==> src/rtl/stl_pkg.sv <==
// Shared types and record geometry for the STL stream loader.
package stl_pkg;

  typedef enum logic [2:0] {
    ST_IDLE, ST_HDR, ST_CNT, ST_NORM, ST_VERT, ST_ATTR, ST_DONE, ST_ERR
  } stl_state_t;

  localparam int CNT_BYTES  = 4;
  localparam int NORM_BYTES = 12;
  localparam int VERT_BYTES = 36;
  localparam int ATTR_BYTES = 2;
  localparam int REC_BYTES  = NORM_BYTES + VERT_BYTES + ATTR_BYTES;

endpackage

==> src/rtl/stl_stream_loader_if.sv <==
// Byte-stream input and RAM B write port of the STL loader.
interface stl_stream_loader_if #(
  parameter int ADDR_W = 20
) ();

  logic [7:0]        s_data;
  logic              s_valid;
  logic              s_ready;
  logic              s_last;
  logic              m_wr_en;
  logic [ADDR_W-1:0] m_wr_addr;
  logic [31:0]       m_wr_data;
  logic              m_wr_ready;

  modport master (
    input  s_data, s_valid, s_last, m_wr_ready,
    output s_ready, m_wr_en, m_wr_addr, m_wr_data
  );

  modport slave (
    output s_data, s_valid, s_last, m_wr_ready,
    input  s_ready, m_wr_en, m_wr_addr, m_wr_data
  );

endinterface

==> src/rtl/stl_word_packer.sv <==
// Little-endian byte-to-word assembler; a full word is held pending until accepted.
module stl_word_packer (
  input  logic        CLK,
  input  logic        RESET,
  input  logic        push,
  input  logic [7:0]  byte_in,
  input  logic        flush,
  input  logic        accept,
  output logic        pending,
  output logic [31:0] word
);

  logic [1:0]  lane_q, lane_d;
  logic [31:0] word_q, word_d;
  logic        pending_q, pending_d;

  always_comb begin
    lane_d    = lane_q;
    word_d    = word_q;
    pending_d = pending_q;
    if (accept) pending_d = 1'b0;
    if (push) begin
      word_d[{lane_q, 3'b000} +: 8] = byte_in;
      lane_d = lane_q + 2'd1;
      if (lane_q == 2'd3) pending_d = 1'b1;
    end
    // flush wins so an aborted load never leaves a stale word or lane offset
    if (flush) begin
      lane_d    = 2'd0;
      pending_d = 1'b0;
    end
  end

  always_ff @(posedge CLK or negedge RESET) begin
    if (!RESET) begin
      lane_q    <= 2'd0;
      word_q    <= 32'd0;
      pending_q <= 1'b0;
    end else begin
      lane_q    <= lane_d;
      word_q    <= word_d;
      pending_q <= pending_d;
    end
  end

  assign pending = pending_q;
  assign word    = word_q;

endmodule

==> src/rtl/stl_stream_loader.sv <==
// Streams a binary STL image into RAM B: count word to count_addr, vertex (and optionally normal) words from base_addr.
//   state | meaning
//   IDLE  | waiting for start
//   HDR   | skipping header bytes
//   CNT   | assembling and writing the triangle count
//   NORM  | normal bytes of a record, stored or discarded by keep_normal
//   VERT  | nine vertex words of a record
//   ATTR  | attribute bytes, closes a record
//   DONE  | drain pending write, pulse done
//   ERR   | flag error, drop pending write
module stl_stream_loader
  import stl_pkg::*;
#(
  parameter int ADDR_W    = 20,
  parameter int MAX_TRI   = 8192,
  parameter int HDR_BYTES = 80
) (
  input  logic              CLK,
  input  logic              RESET,
  input  logic              start,
  input  logic              keep_normal,
  input  logic [ADDR_W-1:0] base_addr,
  input  logic [ADDR_W-1:0] count_addr,
  output logic              busy,
  output logic              done,
  output logic              err,
  output logic [31:0]       tri_count,
  stl_stream_loader_if.master bus
);

  stl_state_t        state_q, state_d;
  logic [6:0]        cnt_q, cnt_d;
  logic [31:0]       remain_q, remain_d;
  logic [31:0]       tri_count_q, tri_count_d;
  logic [ADDR_W-1:0] addr_q, addr_d;
  logic [ADDR_W-1:0] caddr_q, caddr_d;
  logic              keep_q, keep_d;
  logic              busy_q, busy_d;
  logic              err_q, err_d;

  logic        byte_xfer, wr_acc, pk_push, pk_flush, pk_pending, last_ok;
  logic [31:0] pk_word, cnt_word;

  stl_word_packer u_packer (
    .CLK     (CLK),
    .RESET   (RESET),
    .push    (pk_push),
    .byte_in (bus.s_data),
    .flush   (pk_flush),
    .accept  (wr_acc),
    .pending (pk_pending),
    .word    (pk_word)
  );

  assign bus.s_ready   = (state_q inside {ST_HDR, ST_CNT, ST_NORM, ST_VERT, ST_ATTR}) && !pk_pending;
  assign byte_xfer     = bus.s_valid && bus.s_ready;
  assign bus.m_wr_en   = pk_pending && (state_q != ST_ERR);
  assign wr_acc        = bus.m_wr_en && bus.m_wr_ready;
  assign bus.m_wr_addr = (state_q == ST_CNT) ? caddr_q : addr_q;
  assign bus.m_wr_data = pk_word;
  // count value as it will be once the current (4th) byte lands
  assign cnt_word      = {bus.s_data, pk_word[23:0]};

  always_comb begin
    state_d     = state_q;
    cnt_d       = cnt_q;
    remain_d    = remain_q;
    tri_count_d = tri_count_q;
    addr_d      = addr_q;
    caddr_d     = caddr_q;
    keep_d      = keep_q;
    busy_d      = busy_q;
    err_d       = err_q;
    pk_push     = 1'b0;
    pk_flush    = 1'b0;
    last_ok     = 1'b0;

    if (wr_acc && state_q != ST_CNT) addr_d = addr_q + ADDR_W'(1);

    case (state_q)
      ST_IDLE: if (start) begin
        state_d  = ST_HDR;
        cnt_d    = 7'd0;
        err_d    = 1'b0;
        busy_d   = 1'b1;
        keep_d   = keep_normal;
        addr_d   = base_addr;
        caddr_d  = count_addr;
        pk_flush = 1'b1;
      end
      ST_HDR: if (byte_xfer) begin
        cnt_d = cnt_q + 7'd1;
        if (cnt_q == 7'(HDR_BYTES - 1)) begin
          cnt_d   = 7'd0;
          state_d = ST_CNT;
        end
      end
      ST_CNT: begin
        if (byte_xfer) begin
          pk_push = 1'b1;
          cnt_d   = cnt_q + 7'd1;
          if (cnt_q == 7'(CNT_BYTES - 1)) begin
            tri_count_d = cnt_word;
            remain_d    = cnt_word;
            last_ok     = (cnt_word == 32'd0);
          end
        end
        if (wr_acc) begin
          cnt_d = 7'd0;
          if (tri_count_q == 32'd0)                state_d = ST_DONE;
          else if (tri_count_q > 32'(MAX_TRI))     state_d = ST_ERR;
          else                                     state_d = ST_NORM;
        end
      end
      // cnt_q runs across the whole record in NORM/VERT/ATTR
      ST_NORM: if (byte_xfer) begin
        pk_push = keep_q;
        cnt_d   = cnt_q + 7'd1;
        if (cnt_q == 7'(NORM_BYTES - 1)) state_d = ST_VERT;
      end
      ST_VERT: if (byte_xfer) begin
        pk_push = 1'b1;
        cnt_d   = cnt_q + 7'd1;
        if (cnt_q == 7'(NORM_BYTES + VERT_BYTES - 1)) state_d = ST_ATTR;
      end
      ST_ATTR: if (byte_xfer) begin
        cnt_d = cnt_q + 7'd1;
        if (cnt_q == 7'(REC_BYTES - 1)) begin
          cnt_d    = 7'd0;
          remain_d = remain_q - 32'd1;
          last_ok  = (remain_q == 32'd1);
          state_d  = (remain_q == 32'd1) ? ST_DONE : ST_NORM;
        end
      end
      ST_DONE: if (!pk_pending) begin
        busy_d  = 1'b0;
        state_d = ST_IDLE;
      end
      ST_ERR: begin
        err_d    = 1'b1;
        busy_d   = 1'b0;
        pk_flush = 1'b1;
        state_d  = ST_IDLE;
      end
      default: state_d = ST_IDLE;
    endcase

    if (byte_xfer && bus.s_last && !last_ok) state_d = ST_ERR;
  end

  always_ff @(posedge CLK or negedge RESET) begin
    if (!RESET) begin
      state_q     <= ST_IDLE;
      cnt_q       <= 7'd0;
      remain_q    <= 32'd0;
      tri_count_q <= 32'd0;
      addr_q      <= '0;
      caddr_q     <= '0;
      keep_q      <= 1'b0;
      busy_q      <= 1'b0;
      err_q       <= 1'b0;
    end else begin
      state_q     <= state_d;
      cnt_q       <= cnt_d;
      remain_q    <= remain_d;
      tri_count_q <= tri_count_d;
      addr_q      <= addr_d;
      caddr_q     <= caddr_d;
      keep_q      <= keep_d;
      busy_q      <= busy_d;
      err_q       <= err_d;
    end
  end

  assign done      = (state_q == ST_DONE) && !pk_pending;
  assign busy      = busy_q;
  assign err       = err_q;
  assign tri_count = tri_count_q;

endmodule

==> src/flat_wrapper.sv <==
// flat-port wrapper written by rule: the top's interface ports become plain ports
module stl_stream_loader_flat import stl_pkg::*;
#(
  parameter int ADDR_W    = 20,
  parameter int MAX_TRI   = 8192,
  parameter int HDR_BYTES = 80
)
  (CLK, RESET, start, keep_normal, base_addr, count_addr, busy, done, err, tri_count, bus_s_data, bus_s_valid, bus_s_last, bus_m_wr_ready, bus_s_ready, bus_m_wr_en, bus_m_wr_addr, bus_m_wr_data);
  stl_stream_loader_if #(.ADDR_W(ADDR_W)) bus_i ();
  input  logic CLK;
  input  logic RESET;
  input  logic start;
  input  logic keep_normal;
  input  logic [ADDR_W-1:0] base_addr;
  input  logic [ADDR_W-1:0] count_addr;
  output logic busy;
  output logic done;
  output logic err;
  output logic [31:0] tri_count;
  input wire logic [$bits(bus_i.s_data)-1:0] bus_s_data;
  input wire logic [$bits(bus_i.s_valid)-1:0] bus_s_valid;
  input wire logic [$bits(bus_i.s_last)-1:0] bus_s_last;
  input wire logic [$bits(bus_i.m_wr_ready)-1:0] bus_m_wr_ready;
  output wire logic [$bits(bus_i.s_ready)-1:0] bus_s_ready;
  output wire logic [$bits(bus_i.m_wr_en)-1:0] bus_m_wr_en;
  output wire logic [$bits(bus_i.m_wr_addr)-1:0] bus_m_wr_addr;
  output wire logic [$bits(bus_i.m_wr_data)-1:0] bus_m_wr_data;
  assign bus_i.s_data = bus_s_data;
  assign bus_i.s_valid = bus_s_valid;
  assign bus_i.s_last = bus_s_last;
  assign bus_i.m_wr_ready = bus_m_wr_ready;
  assign bus_s_ready = bus_i.s_ready;
  assign bus_m_wr_en = bus_i.m_wr_en;
  assign bus_m_wr_addr = bus_i.m_wr_addr;
  assign bus_m_wr_data = bus_i.m_wr_data;
  stl_stream_loader #(.ADDR_W(ADDR_W), .MAX_TRI(MAX_TRI), .HDR_BYTES(HDR_BYTES)) u_core (.CLK(CLK), .RESET(RESET), .start(start), .keep_normal(keep_normal), .base_addr(base_addr), .count_addr(count_addr), .busy(busy), .done(done), .err(err), .tri_count(tri_count), .bus(bus_i));
endmodule
==> config.mk <==
export PLATFORM = sky130hd
export DESIGN_NAME = stl_stream_loader_flat
export DESIGN_NICKNAME = d
export VERILOG_FILES = /design/src/rtl/stl_pkg.sv /design/src/rtl/stl_stream_loader_if.sv /design/src/rtl/stl_word_packer.sv /design/src/rtl/stl_stream_loader.sv /design/src/flat_wrapper.sv
export SDC_FILE = /design/constraint.sdc
export NUM_CORES = 1
export LEC_CHECK = 0
export CORE_MARGIN = 2
export CORE_UTILIZATION = 48
export DETAILED_ROUTE_END_ITERATION = 10
export PLACE_DENSITY = 0.85
export RECOVER_POWER = 25
export SYNTH_ARGS = -nofsm -noshare
export SYNTH_HDL_FRONTEND = slang
export SYNTH_SLANG_ARGS = --single-unit
==> constraint.sdc <==
create_clock -name CLK -period 2.2 [get_ports CLK]
set_input_delay 0.44 -clock CLK [delete_from_list [all_inputs] [get_ports CLK]]
set_output_delay 0.44 -clock CLK [all_outputs]
set_load 0.01 [all_outputs]
**Run 1: M1 wires**

The bar under the picture is 50 um long. Cells faint in the background.
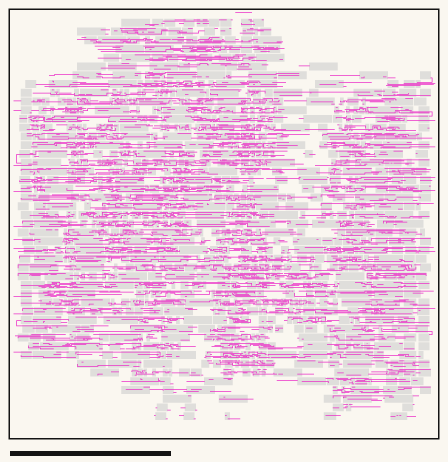
wire length on this layer: 9710 um
nets with wire on the layer: 970
share of all routed wire: 41%
vias after detailed routing: 7492
DRT Wirelength: 23720 um

**Run 1: signal wires on met2**

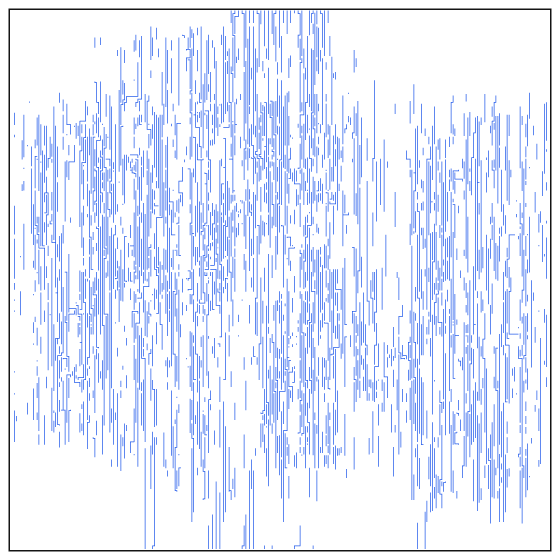
main direction: vertical
wire length on this layer: 11300 um
nets with wire on the layer: 938
share of all routed wire: 48%
longest straight run: 39.8 um
GR Util met2: 0.4398

**Run 1: the metal 3 layer**

The bar under the picture is 50 um long.
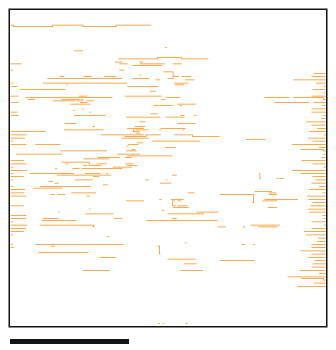
longest straight run: 36.8 um
share of all routed wire: 7.6%
global routing usage on met3: 0.04642

==> notes.md, run 1 <==
Notes on the physical design

The flow ran to the end, but the final reports show violations. The final reports fail on negative setup slack. The slew at the pin closest to its max-slew limit is 1.217 ns. The clock latency at the later pin of the worst-skew pair is about 0.43 ns. The post-synthesis instance area is ~8000 um2. Clock skew on the completed layout was measured at approximately 0.018 ns.

The final timing report gives a worst setup slack of -0.04772 ns. Of the total power, registers draw 0.353. The TritonCTS sink count is around 150. TritonCTS built the clock tree. The met1 usage is 0.3525. The HPWL after detailed placement is around 16000 um. Per the synthesis report, the XOR/XNOR share of the synthesized area is 0.02297. The main kind of combinational logic by area is simple AND/OR/NAND/NOR gates. The last element of the critical path is bus_m_wr_addr[1]. Summing all non-filler instances in the final layout gives an area of 10960 um2. The portion of synthesized cell area occupied by the leading cell type is 0.4750. The number of cells produced by synthesis is between 800 and 900. The die is 133.2 um tall.

The sequential element share of the synthesized area is 0.4750. The biggest slice of the area belongs to multi-input combinational cells. CTS placed an instance of clkbuf_16 at the clock tree root. The routed length per placed instance is between 15 and 20 um. STA shows the worst reg2reg path with a cell count of 8.

The total setup violations reported at the end of the flow is 13. The fraction of cell area in multi-input combinational cells is reported as 0.3754. The flip-flop and latch count is ~150. Total global-route track usage over all layers is 0.2683. The type recorded for the worst min-delay path is register to register. The tightest hold path in the finished design has a slack of 0.4785 ns. Nets still carrying antenna violations after routing amount to 0. The area taken by sequential standard cells is reported as roughly 3800 um2. The ratio of final minimum period to clock period is 1.022.

The headroom to the max-slew limit is 0.1889. Per the synthesis report, the adder-cell share of the synthesized area is 0.01719. The pre-antenna-repair detailed-routing pass consisted of 5 iterations.

Wire segments on met3 add up to ~1800 um in the final route. The proportion of synthesized flip-flops having asynchronous set or reset is 1.000. The combinational gate count is 633. Non-clock inverters in the final layout number 13.
[run 1: power by group through the flow]
stage                     logic, uW  registers [uW]  clock network, uW
after floorplan                2100            3750                  0
after global placement         3640            3830                  0
after detailed placement       3730            3870                  0
after CTS                      3810            3820               3190
after global routing           4280            3900               3320
final                          3910            3850               3140
[run 1: registers in the layout (all words and copies together) (netlist names), 2 cells and up]
signal                  flops
u_core.u_packer.lane_q      2
u_core.tri_count           32
u_core.cnt_q                7
u_core.caddr_q             20
u_core.remain_q            32
u_core.addr_q              20
u_core.u_packer.word       32
u_core.state_q              3
[run 1: cells by family (layout without fill, tap and decap cells)]
family,count (synthesis),after routing
flops,152,152
buf+inv,59,264
mux,74,74
compound gates,209,209
simple gates,318,318
fa+ha+maj,11,11
xor+xnor,21,21
==> inputs of run 2 (changes only) <==
CORE_MARGIN = default   (was 2)
**Run 2: signal wires on met2**

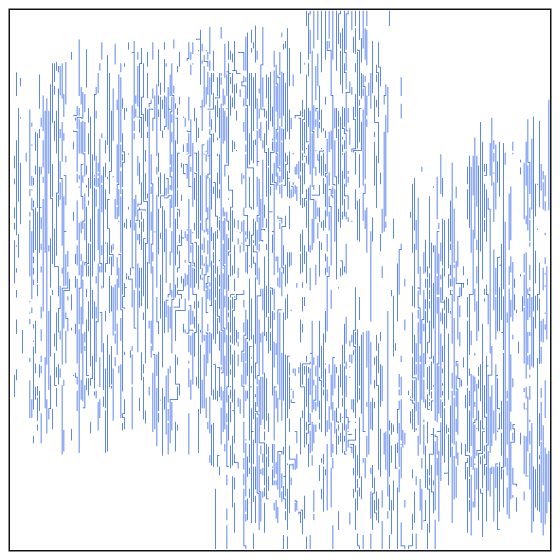
nets with wire on the layer: 971
longest straight run: 64.6 um
main direction: vertical
wire length on this layer: 12300 um
DRT Wirelength: 25420 um
vias after detailed routing: 7635
GR Util met2: 0.4767

==> run 2 against run 1 <==
- global-route usage rose by 2.3 points
- critical path depth increased by 1
- final cell count rose by 1.3%
- the flow still finishes with violations (negative setup slack)
- critical endpoint is now bus_m_wr_addr[10]
- sequential power is 2% higher
- total power is 1.4% higher
==> notes.md, run 2 <==
Notes on the physical design

The antenna violation net count after detailed routing came to 0 (unchanged). The total routing resource utilization after global routing is 0.2915 (was 0.2683). The multi-input logic portion of the cell area is 0.3726 (was 0.3754). The headroom to the max-slew limit was 0.2871 (was 0.1889).

The combinational cell power is 4230 uW (was 3910 uW). The sequential group share of total power was 0.353 (about the same). The group with the largest share of power is combinational cells (unchanged). The combinational gate count is 633 (unchanged). The library cell used as clock root buffer is clkbuf_16 (unchanged). The flip-flop and latch power came to 3910 uW (was 3850 uW).

The post-synthesis instance area is 8008 um2 (unchanged). The CTS clock-pin slew for the worst setup and hold paths came to 0.06 ns (about the same). The total routed wire length on the met1 layer is 10220 um (was 9706 um). The biggest area consumer among cell classes is multi-input combinational cells (unchanged).

The most common cell in the synthesized netlist is dfrtp_1 (unchanged). The worst hold slack after final layout is 0.4866 ns (was 0.4785 ns). The slew at the pin closest to its max-slew limit was 1.069 ns (was 1.217 ns). The total length of routed met3 wires is 1956 um (was 1794 um). The HPWL after detailed placement is 16380 um (about the same).

The CTS tree is yes (unchanged). Run status: finished, violations left (unchanged). The startpoint class of the critical path is a register (unchanged). Violations in the final reports: negative setup slack (unchanged). The final standard cell area without fillers is 11240 um2 (was 10960 um2). The ratio of final minimum period to clock period is 1.060 (was 1.022). The total setup violations reported at the end of the flow is 20 (was 13).

The xor-xnor portion of the synthesized cell area is 0.02297 (unchanged). The power of the clock network is 2920 uW (was 3140 uW). The TritonCTS sink count is 152 (unchanged). The clock latency at the later pin of the worst-skew pair is 0.43 ns (about the same). The flip-flop and latch count is 152 (unchanged). The count of non-CTS inverters in the layout is 13 (unchanged).

The register area is 3804 um2 (unchanged). The proportion of synthesized flip-flops having asynchronous set or reset was 1.000 (unchanged). The final critical delay including setup and external delays came to 2.331 ns (was 2.248 ns). The worst-case setup margin in the final layout came to -0.1313 ns (was -0.04772 ns). The portion of synthesized cell area occupied by the leading cell type is 0.4750 (unchanged). The height of the chip is 131.2 um (was 133.2 um). The global-route met3 utilization is 0.06636 (was 0.04642). The cell depth of the worst flop-to-flop path is 10 (was 8). The met1 usage came to 0.3715 (was 0.3525). The number of detailed-route iterations in the first pass is 5 (unchanged). The number of cells produced by synthesis is 844 (unchanged). The path type of the worst min-delay path is register to register (unchanged).
## run 2: cell counts after synthesis
Identical to the previous run, type by type.
## run 2: kinds of logic after synthesis
kind of cell,Yosys count
AND/OR/NAND/NOR,318
AND-OR/OR-AND,209
flip-flops,152
multiplexers,74
buffers and inverters,59
XOR/XNOR,21
adder cells (fa/ha/maj),11
## run 2: worst paths after layout
| check | from | end |
|---|---|---|
| worst min-delay path | u_core.u_packer.word[28] | u_core.u_packer.word[28] |
| worst max-delay path | u_core.state_q[2] | bus_m_wr_addr[10] |
| worst max register to register | u_core.state_q[2] | u_core.addr_q[12] |
| max in group asynchronous | RESET | u_core.u_packer.word[28] |
| worst min register to register | u_core.u_packer.word[28] | u_core.u_packer.word[28] |
| min in group asynchronous | RESET | u_core.tri_count[2] |
Power figures rest on the tool's default switching activity, not on a simulated workload.
